### Port wiring, run 1

The bar under the picture is 20 um long.
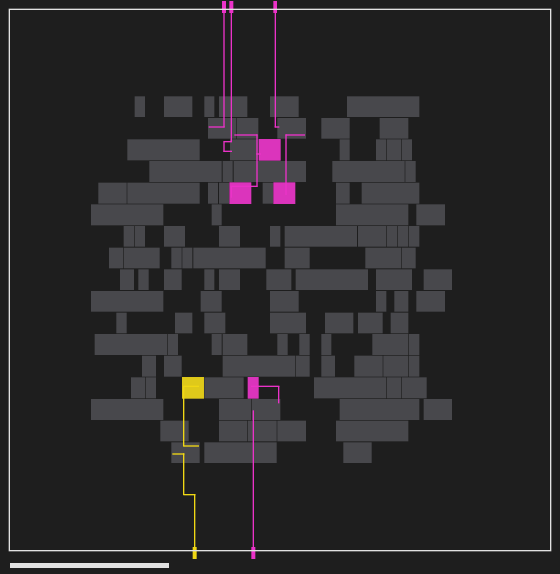
### Clock wiring as the flow saved it, run 1

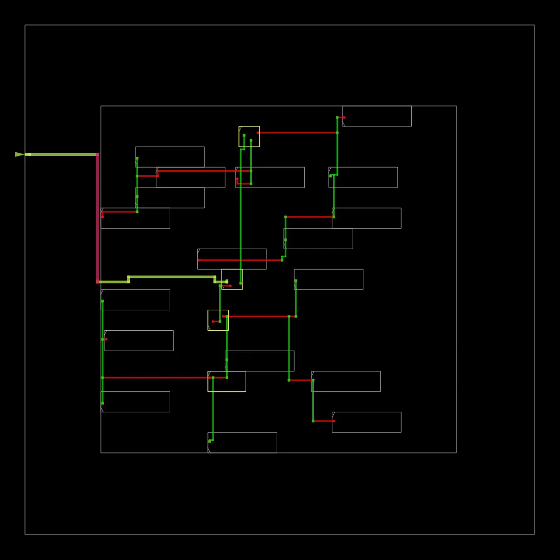
### The metal 1 layer, run 1

Supply wires on this layer in grey.
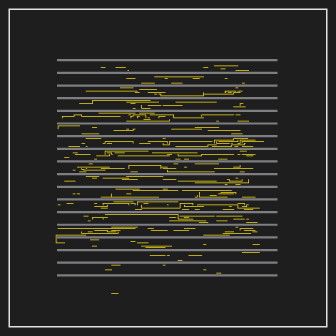
### Zoomed window, run 1

The bar under the picture is 10 um long. Region (19, 19) to (49, 49) um. Cells in grey, sequential cells in the stronger grey; small squares are vias.
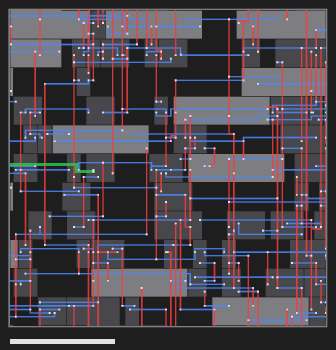
==> src/rtl/divider_pkg.sv <==
// Shared types and sizing helpers for the restoring divider.
// Optional divide-by-zero detection is enabled by defining DIV_BY_ZERO_CHECK_EN.
package divider_pkg;

    typedef enum logic [1:0] {
        IDLE,
        RUN,
        DONE
    } state_e;

    localparam int DEFAULT_WIDTH = 4;
    localparam int CNT_W         = $clog2(DEFAULT_WIDTH);

    // The step counter must count down from width-1, and it needs at least one bit.
    function automatic int counterWidth(input int width);
        return ($clog2(width) < 1) ? 1 : $clog2(width);
    endfunction

endpackage

==> src/rtl/partial_subtractor.sv <==
// One restoring-division step: trial subtract of the divisor from the shifted remainder.
// This is the divide-side counterpart of the multiplier's partial-product block.
module partial_subtractor #(
    parameter int WIDTH = 4
) (
    input  logic [WIDTH:0]   shiftedRem_i,
    input  logic [WIDTH-1:0] divisor_i,
    output logic [WIDTH-1:0] nextRem_o,
    output logic             qBit_o
);

    logic [WIDTH:0] trial;

    assign trial  = shiftedRem_i - {1'b0, divisor_i};
    assign qBit_o = ~trial[WIDTH];

    // The kept remainder is always below the divisor, so its top bit is provably zero.
    assign nextRem_o = trial[WIDTH] ? shiftedRem_i[WIDTH-1:0] : trial[WIDTH-1:0];

endmodule

==> src/rtl/sequential_divider.sv <==
// Unsigned restoring divider producing one quotient bit per clock behind a start/done handshake.
// Define DIV_BY_ZERO_CHECK_EN to short-circuit a zero divisor straight to DONE with div_by_zero set.
module sequential_divider
    import divider_pkg::*;
#(
    parameter int WIDTH = 4
) (
    input  logic             clk,
    input  logic             rst,
    input  logic             start,
    input  logic [WIDTH-1:0] dividend,
    input  logic [WIDTH-1:0] divisor,
    output logic             busy,
    output logic             done,
    output logic [WIDTH-1:0] quotient,
    output logic [WIDTH-1:0] remainder,
    output logic             div_by_zero
);

    localparam int CW = counterWidth(WIDTH);

    state_e           state_q;
    logic [CW-1:0]    count_q;
    logic [WIDTH-1:0] quot_q;
    logic [WIDTH-1:0] rem_q;
    logic [WIDTH-1:0] divisor_q;
    logic             busy_q;
    logic             done_q;
    logic [WIDTH:0]   shiftedRem_d;
    logic [WIDTH-1:0] rem_d;
    logic             qBit_d;

`ifdef DIV_BY_ZERO_CHECK_EN
    logic             dbz_q;
`endif

    // The quotient register doubles as the dividend shift register; its MSB feeds the remainder.
    assign shiftedRem_d = {rem_q, quot_q[WIDTH-1]};

    partial_subtractor #(
        .WIDTH(WIDTH)
    ) u_step (
        .shiftedRem_i(shiftedRem_d),
        .divisor_i   (divisor_q),
        .nextRem_o   (rem_d),
        .qBit_o      (qBit_d)
    );

    always_ff @(posedge clk or posedge rst) begin
        if (rst) begin
            state_q   <= IDLE;
            count_q   <= '0;
            quot_q    <= '0;
            rem_q     <= '0;
            divisor_q <= '0;
            busy_q    <= 1'b0;
            done_q    <= 1'b0;
`ifdef DIV_BY_ZERO_CHECK_EN
            dbz_q     <= 1'b0;
`endif
        end else begin
            case (state_q)
                IDLE: begin
                    if (start) begin
                        divisor_q <= divisor;
`ifdef DIV_BY_ZERO_CHECK_EN
                        if (divisor == '0) begin
                            quot_q  <= '1;
                            rem_q   <= dividend;
                            dbz_q   <= 1'b1;
                            done_q  <= 1'b1;
                            state_q <= DONE;
                        end else
`endif
                        begin
                            rem_q   <= '0;
                            quot_q  <= dividend;
                            count_q <= CW'(WIDTH - 1);
                            busy_q  <= 1'b1;
                            state_q <= RUN;
                        end
                    end
                end
                RUN: begin
                    rem_q  <= rem_d;
                    quot_q <= {quot_q[WIDTH-2:0], qBit_d};
                    if (count_q == '0) begin
                        busy_q  <= 1'b0;
                        done_q  <= 1'b1;
                        state_q <= DONE;
                    end else begin
                        count_q <= count_q - CW'(1);
                    end
                end
                DONE: begin
                    done_q  <= 1'b0;
`ifdef DIV_BY_ZERO_CHECK_EN
                    dbz_q   <= 1'b0;
`endif
                    state_q <= IDLE;
                end
                default: begin
                    state_q <= IDLE;
                end
            endcase
        end
    end

    assign busy      = busy_q;
    assign done      = done_q;
    assign quotient  = quot_q;
    assign remainder = rem_q;

`ifdef DIV_BY_ZERO_CHECK_EN
    assign div_by_zero = dbz_q;
`else
    assign div_by_zero = 1'b0;
`endif

endmodule

==> config.mk <==
export PLATFORM = sky130hd
export DESIGN_NAME = sequential_divider
export DESIGN_NICKNAME = d
export VERILOG_FILES = /design/src/rtl/divider_pkg.sv /design/src/rtl/partial_subtractor.sv /design/src/rtl/sequential_divider.sv
export SDC_FILE = /design/constraint.sdc
export NUM_CORES = 1
export LEC_CHECK = 0
export CAP_MARGIN = 5
export CORE_MARGIN = 10
export CORE_UTILIZATION = 40
export DETAILED_ROUTE_END_ITERATION = 10
export PLACE_DENSITY_LB_ADDON = 0.1
export SLEW_MARGIN = 0
export SYNTH_ARGS = -nofsm -noshare
export SYNTH_HDL_FRONTEND = slang
export SYNTH_SLANG_ARGS = --single-unit
==> constraint.sdc <==
create_clock -name clk -period 2.5 [get_ports clk]
set_input_delay 0.5 -clock clk [delete_from_list [all_inputs] [get_ports clk]]
set_output_delay 0.5 -clock clk [all_outputs]
set_load 0.005 [all_outputs]
==> results_slide.txt, run 1 <==
Physical Implementation Snapshot

Outcome
  • Status: finished, final reports clean

Placement
  • GPL Wtd Cong: around 0.76
  • DP HPWL: 1531 um

Global route
  • Total routing usage reported by global routing: under 10%
  • Maximum number of pins on one net before global-route repair: 19
  • Via count of the first global-routing pass: around 740

Hold path
  • Worst hold path depth: 1
  • Hold Crit Class: reg -> reg

Drt
  • Routed via count divided by cell count: approximately 4.9

Finish
  • Top logic cells by instance count in the layout: clkdlybuf4s50_1, dfrtp_1, nand2_1, inv_1, nor2_1
  • Post-route core utilization: a little over half
  • Final nets: between 100 and 150

STA
  • Worst-case headroom to the max-slew limit: 54.82%
  • Final count of negative-setup-slack endpoints: 0
  • Period utilisation layout: 88.00%

Synthesis
  • Number of instances in the synthesized netlist: around 90
  • Avg Cell Area, Syn: between 10 and 15 um^2
  • Top post-synthesis cells by count: dfrtp_1, nand2_1, inv_1, nor2_1
  • Dominant combinational family: AND-OR/OR-AND gates
  • Compound-Gate Fraction of Synth Area: between 10% and 20%
  • Chip area line of the yosys report: around 920 um^2
  • Post-synthesis cell type count: 27
  • Area share of the largest cell type after synthesis: about half
  • Adder share: 8.992%
  • Top-count cell post-synth: dfrtp_1
  • Yosys warning count: 0
  • Most common reg cell: dfrtp_1

Clock tree
  • Later-pin clock latency in the skew report: just under 0.3 ns
  • Clock tree from TritonCTS: built
  • Root Driver: clkbuf_4
  • Deepest level of the CTS H-tree: 1

Worst setup path
  • Capture point of the worst reg-to-reg path: remainder[1]
  • Largest stage delay, worst path: 0.41 ns
  • CP Cell Sequence: inv_1 -> ha_1 -> fa_1 -> nand2b_1 -> a21oi_2 -> xor2_4 -> mux2i_1 -> a22o_1
  • Worst endpoint data arrival time: between 2 and 2.5 ns
  • Register-to-Register Setup Slack: roughly 0.30 ns
  • Count of cells along the worst register-to-register path: 8
  • Dominant delay contributor by cell family on the critical path: adder cells
  • Worst path slowest cell: fa_1
  • Worst reg2reg path startpoint: quotient[3]

Power and ir drop
  • Clock share of power: 10.3%
  • Total power draw: 1.738 mW
  • Power share of the combinational group: 58.5%
  • Proportion of power drawn by flip-flops and latches: a little under a third
## Picture notes: 'Port wiring'
legend:
  start:
    colour: yellow
    direction: input
    end_cells: 1
    buffers: 1
    wire: 25.6 um
  dividend:
    colour: magenta
    direction: input
    end_cells: 4
    buffers: 4
    wire: 97.2 um
top-level I/O count: 22
number of port buffers: 20

## Picture notes: 'Clock wiring as the flow saved it'
CTS Sinks: 18
cts bufs inserted: 3

## Picture notes: 'The metal 1 layer'
main direction: horizontal
share of all routed wire: 41%
grt met1 use: 8.900%
aggregate routed wire length: 1940 um
via count: 690

## Picture notes: 'Zoomed window'
legend:
  M2:
    colour: red
  M3:
    colour: green
  M1:
    colour: blue
netlist names of flops here include: quotient (3), remainder (3), divisor_q (2)
cells with their middle in the window: 58
most frequent: nand2_1 (10), dfrtp_1 (10)
sequential cells in the window: 10

[run 1: per-stage QoR]
stage                     instance area, um^2  setup slack, ns  std cells
after floorplan                         918.4           0.5073         91
after global placement                   1152           0.3222        138
after detailed placement                 1152           0.3089        138
after CTS                                1189           0.2842        142
after global routing                     1189           0.1714        142
final                                    1189           0.3000        142
[run 1: flip-flops by register name, summed over array words and instances, names as in the netlist]
| register | cells |
|---|---|
| state_q | 2 |
| done | 1 |
| remainder | 4 |
| quotient | 4 |
| busy | 1 |
| count_q | 2 |
| divisor_q | 4 |
[run 1: layer usage]
layer | wire [um] | part of all wire, % | GRT usage (%)
met1 | 788 | 41 | 8.900
met2 | 1039 | 54 | 17.14
met3 | 95 | 4.9 | 2.610
met4 | 17 | 0.88 | 4.523
met5 | 0 | 0 | 0
[run 1: final cells by class]
cell class	count	area (um^2)	share of cell area [%]
Clock buffer	4	36.28	3.053
Inverter	10	37.54	3.158
Multi-Input combinational cell	60	414.1	34.84
Sequential cell	18	450.4	37.89
Tap cell	28	35.03	2.947
Timing Repair Buffer	22	215.2	18.11
[run 1: worst max-delay path by stage]
stage                     start           end  slack, ns  cells after the start
floorplan           quotient[3]  remainder[0]       0.51                      8
global placement    quotient[3]  remainder[1]       0.32                      8
detailed placement  quotient[3]  remainder[1]       0.31                      8
CTS                 quotient[3]  remainder[1]       0.28                      8
global route        quotient[3]  remainder[2]       0.17                      8
finish              quotient[3]  remainder[1]       0.30                      8
[run 1: power groups by stage]
| stage | logic [mW] | clock network [mW] | registers [mW] |
|---|---|---|---|
| global route | 1.15 | 0.201 | 0.567 |
| detailed placement | 1.03 | 0 | 0.552 |
| CTS | 1.04 | 0.190 | 0.546 |
| finish | 1.02 | 0.178 | 0.544 |
| global placement | 1.01 | 0 | 0.551 |
| floorplan | 0.712 | 0 | 0.537 |
==> run 1 -> run 2 <==
- ABC_AREA: not set -> 1
- CTS_CLUSTER_SIZE: not set -> 28
### Wiring by layer, run 2

Only two layers are drawn.
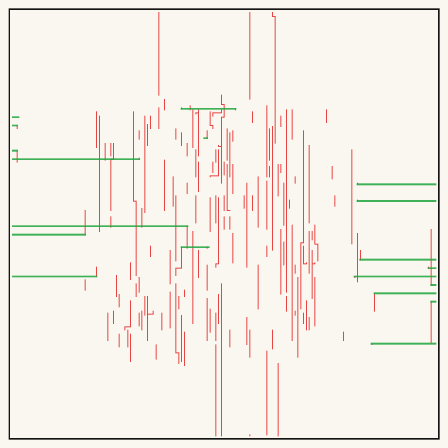
legend:
  M3:
    colour: green
    wire_length: 163 um
  M2:
    colour: red
    wire_length: 863 um
total routing usage reported by global routing: 8.980%
aggregate routed wire length: 2065 um
per-cell routed wire length: 12.75 um
via count: 768

### Clock wiring as the flow saved it, run 2

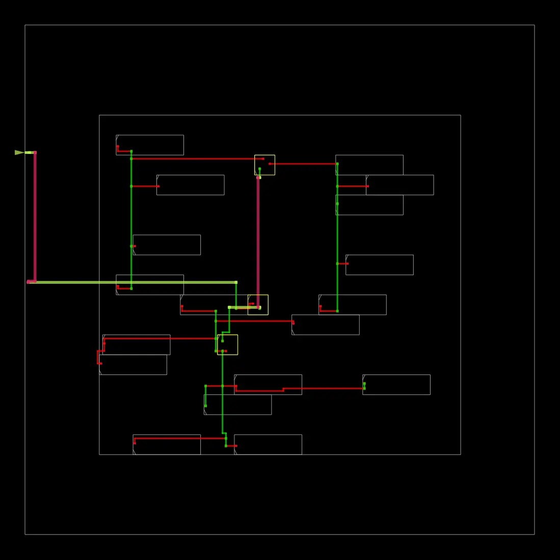
number of flip-flops and latches: 18
Clock Buffer Count: 3
later-pin clock latency in the skew report: 0.29 ns
final worst clock skew: 0.007960 ns
clk pwr: 0.147 mW

==> run 2 against run 1 <==
First-iteration DRC count grew 3.8%. Synthesized area grew 6.3%. Die area grew 4.4%. Core utilization shrank 0.38 points. Worst hold slack gained 0.016 ns.
==> results_slide.txt, run 2 <==
Physical Implementation Snapshot

Outcome
  • Status: finished, final reports clean

Worst setup path
  • Dominant delay contributor by cell family on the critical path: adder cells
  • Worst path slowest cell: fa_1
  • CP Cell Sequence: inv_1 -> ha_1 -> fa_1 -> inv_1 -> nand2_1 -> nand2_1 -> nand3_2 -> nand2_2 -> nand2_1 -> nand3_1 -> nand2_1
  • Worst endpoint data arrival time: 1.97 ns (-0.46 ns)

Power and ir drop
  • Clock share of power: 8.9% (-1.4 points)
  • Power share of the combinational group: 59.1% (+0.6 points)
  • P_seq: 0.531 mW (-2%)
  • Power Combinational: 0.980 mW (-4%)

STA
  • Final count of negative-setup-slack endpoints: 0 (unchanged)
  • Period utilisation layout: 71.38% (-17 points)
  • Final worst slack: 0.7156 ns (+0.4156 ns)

Placement
  • Pre-CTS setup slack: 0.6436 ns (+0.3347 ns)
  • GPL Wtd Cong: 0.8714 (+15%)
  • DP HPWL: 1605 um (+4.8%)

Clock tree
  • Clock tree from TritonCTS: built
  • CTS Sinks: 18 (unchanged)
  • Root Driver: clkbuf_4

Drt
  • Routed via count divided by cell count: 4.741 (-2.4%)

Synthesis
  • Number of instances in the synthesized netlist: 112 (+23%)
  • Yosys warning count: 0 (unchanged)
  • Area share of the largest cell type after synthesis: 46.15% (-2.9 points)
  • Top post-synthesis cells by count: nand2_1, dfrtp_1, inv_1, nand3_1
  • Avg Cell Area, Syn: 8.714 um^2 (-14%)
  • Most common reg cell: dfrtp_1

Global route
  • Maximum number of pins on one net before global-route repair: 19 (unchanged)

Floorplanning
  • Top-level I/O count: 22 (unchanged)

Finish
  • Final nets: 153 (+16%)
### Zoomed window, run 2

The bar under the picture is 10 um long. Region (20, 20) to (50, 50) um. Cells in grey, sequential cells in the stronger grey; small squares are vias.
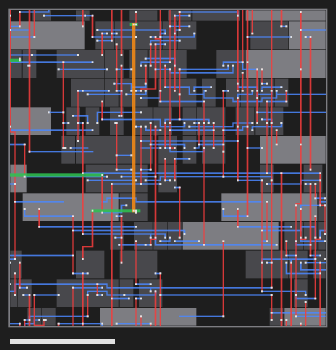
legend:
  M1:
    colour: blue
  M4:
    colour: orange
  M3:
    colour: green
  M2:
    colour: red
most frequent: nand2_1 (22), nand3_1 (12), inv_1 (9)
cells with their middle in the window: 72
sequential cells in the window: 7
netlist names of flops here include: remainder (3), quotient (2)

run 2: cell count changes after synthesis, sizes merged, moves of 2 or more:
cell    previous run  this run
a22o               2         0
a22oi              3         0
inv               10        16
mux2i              4         0
nand2             14        28
nand2b             2         0
nand3              0        17
nand3b             0         2
o21ai              7         4
run 2: metal layers:
layer	track usage [%]	vias up	share of wire, %
li1	-	405	-
met1	11.17	339	49
met2	12.70	20	42
met3	3.852	4	7.8
met4	4.656	0	1.7
met5	0	-	0
run 2: cells by family (layout without fill, tap and decap cells):
kind of cell / count (synthesis) / in the layout / synth area share, %
AOI/OAI and AO/OA: 13 / 13 / 8.591
xor gates and xnor gates: 1 / 1 / 0.8976
adders and majority gates: 6 / 6 / 8.462
buffers and inverters: 17 / 39 / 6.924
DFF: 18 / 18 / 46.15
muxes: 1 / 1 / 1.154
other: 1 / 1 / 0.3842
and+or+nand+nor: 55 / 55 / 27.44
run 2: through the flow:
stage          hold WS [ns]  std cells  area (um^2)  utilization (%)  power, mW
2_1_floorplan        0.4386        112        975.9                -      1.204
3_3_place_gp         0.4612        159         1204            52.89      1.525
3_5_place_dp         0.4675        159         1204            52.89      1.529
4_1_cts              0.5001        162         1226            53.88      1.683
5_1_grt              0.5351        162         1226            53.88      1.861
6_report             0.4932        162         1226            53.88      1.659
run 2: path summary, 6_finish.rpt:
kind,from,to,slack [ns],cells after the start
max,quotient[3],remainder[0],0.72,11
min in group asynchronous,rst,busy,0.59,2
min reg2reg,busy,busy,0.49,2
max reg2reg,quotient[3],remainder[0],0.72,11
min,busy,busy,0.49,2
max in group asynchronous,rst,divisor_q[3],1.48,2
run 2: cell type report:
class                   count  area [um^2]
fillers                   207         1050
multi-input cells          77        457.9
flip-flops and latches     18        450.4
repair buffers             20        200.2
inverters                  16        60.06
well taps                  28        35.03
clock buffers               3        22.52
==> run 2 -> run 3 <==
- clock period: 2.5 -> 1.57 ns (I/O delays scaled with it)
### Zoomed window, run 3

The bar under the picture is 10 um long. Region (20, 20) to (50, 50) um. Cells in grey, sequential cells in the stronger grey; small squares are vias.
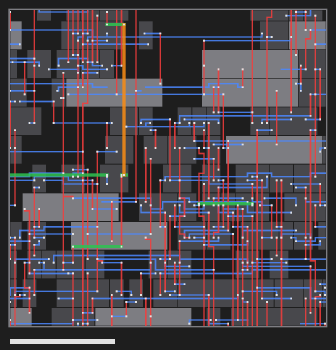
legend:
  M2:
    colour: red
  M1:
    colour: blue
  M4:
    colour: orange
  M3:
    colour: green
cells with their middle in the window: 73
netlist names of flops here include: remainder (4)
most frequent: nand2_1 (13), nand3_1 (8)
sequential cells in the window: 7

### The metal 1 layer, run 3

Supply wires on this layer in grey.
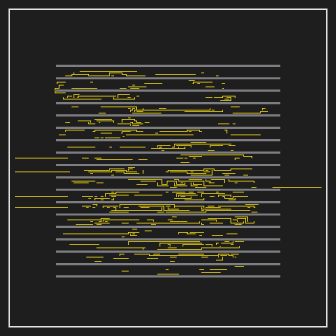
wire length on this layer: 1,000 um
nets with wire on the layer: 149
share of all routed wire: 45%
aggregate routed wire length: 2243 um
via count: 846

==> run 3 against run 2 <==
The flow now finishes with violations (negative setup slack). Die area unchanged. Global-route usage is 0.20 points higher. Non-clock buffer count rose by 13. Critical endpoint is now remainder[1]. Largest power group unchanged. Highest routed layer unchanged.
==> results_slide.txt, run 3 <==
Physical Implementation Snapshot

Clock tree
  • Clock tree from TritonCTS: built
  • Root Driver: clkbuf_4

Synthesis
  • XOR-XNOR Cells, Area Fraction: 0.8974% (unchanged)
  • Number of instances in the synthesized netlist: 112 (unchanged)
  • Share of synthesized area spent on multiplexers: 1.154% (unchanged)
  • Yosys warning count: 0 (unchanged)
  • Dominant combinational family: simple AND/OR/NAND/NOR gates
  • Top post-synthesis cells by count: nand2_1, dfrtp_1, inv_1, nand3_1
  • Avg Cell Area, Syn: 8.714 um^2 (unchanged)
  • Adder share: 8.462% (unchanged)

Global route
  • Total routing usage reported by global routing: 9.180% (+0.20 points)
  • Maximum number of pins on one net before global-route repair: 19 (unchanged)

Floorplanning
  • Top-level I/O count: 22 (unchanged)

Worst setup path
  • Worst endpoint data arrival time: 1.85 ns (-0.12 ns)
  • Capture point of the worst reg-to-reg path: remainder[1]
  • CP Launch Point: divisor_q[0]
  • Worst reg2reg path startpoint: divisor_q[0]
  • Register-to-Register Setup Slack: -0.09 ns (-0.81 ns)
  • Worst setup path endpoint: remainder[1]
  • Count of cells along the worst register-to-register path: 10 (-1)

Drt
  • Routed via count divided by cell count: 4.807 (+1.4%)

Finish
  • Combinational Area: 508.0 um^2 (+11%)
  • Filler cell count: 199 (-3.9%)
  • Sequential Area: 450.4 um^2 (unchanged)

Placement
  • DP HPWL: 1760 um (+9.7%)
  • Placed Instance Area: 1284 um^2 (+6.7%)

Outcome
  • Status: finished, violations left
  • Violated checks: negative setup slack

STA
  • Final worst slack: -0.09029 ns (-0.8059 ns)
  • Final count of negative-setup-slack endpoints: 5 (+5)
  • Hold Worst Slack: 0.3303 ns (-0.1629 ns)
  • Final worst clock skew: 0.001220 ns (-0.006740 ns)

Power and ir drop
  • Power Combinational: 2.03 mW (+110%)
  • Power share of the combinational group: 64.5% (+5.4 points)
### Clock wiring as the flow saved it, run 3

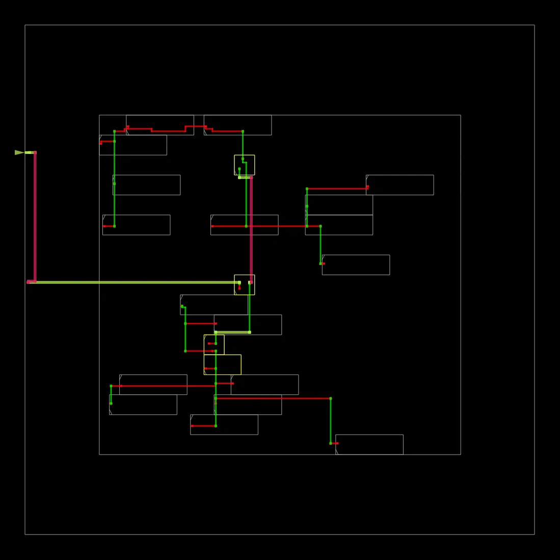
clk pwr: 0.285 mW
Clock Buffer Count: 4

## run 3: cell counts after synthesis
Identical to the previous run, type by type.
## run 3: through the flow
step,setup slack [ns],std cells,TNS [ns],total power [mW],utilization [%]
finish,-0.09029,176,-0.3641,3.143,60.86
global route,-0.1689,176,-0.7842,3.442,60.86
CTS,-0.1112,176,-0.3800,2.971,59.21
detailed placement,-0.09674,169,-0.3244,2.617,56.40
global placement,-0.03395,169,-0.09313,2.586,56.40
floorplan,0.004791,112,0,1.927,-
## run 3: per-layer routing
layer,global-route usage (%),share of wire (%),vias up
met5,0,0,-
met3,3.852,6.7,4
met4,4.656,1.4,0
met2,14.62,47,20
li1,-,-,432
met1,10.17,45,390
## run 3: worst min path at each step
stage | start | endpoint | slack (ns) | depth (start not counted)
floorplan | rst | busy | 0.25 | 1
global placement | busy | busy | 0.46 | 2
detailed placement | busy | busy | 0.47 | 2
CTS | rst | divisor_q[3] | 0.33 | 3
global route | rst | count_q[1] | 0.35 | 3
finish | rst | count_q[1] | 0.33 | 3
## run 3: critical path: stages, from the launching register on
cell	delay [ns]
dfrtp_1	0.43
ha_4	0.18
fa_2	0.35
inv_2	0.08
nand2_2	0.05
nand2_2	0.08
nand3_4	0.10
nand2_4	0.12
nand2_2	0.06
nand3_1	0.07
nand2_1	0.05
## run 3: cell families after synthesis
kind of cell	Yosys count
XOR/XNOR	1
flip-flops	18
other	1
AND/OR/NAND/NOR	55
AND-OR/OR-AND	13
adder cells (fa/ha/maj)	6
multiplexers	1
buffers and inverters	17
## run 3: area by class of cell
class | instances | share of cell area [%]
inverters | 16 | 4.336
multi-input cells | 77 | 36.68
clock buffers | 4 | 2.620
flip-flops and latches | 18 | 32.52
well taps | 28 | 2.529
repair buffers | 33 | 21.32
No activity file was given, so power comes from the tool's default toggle rates.
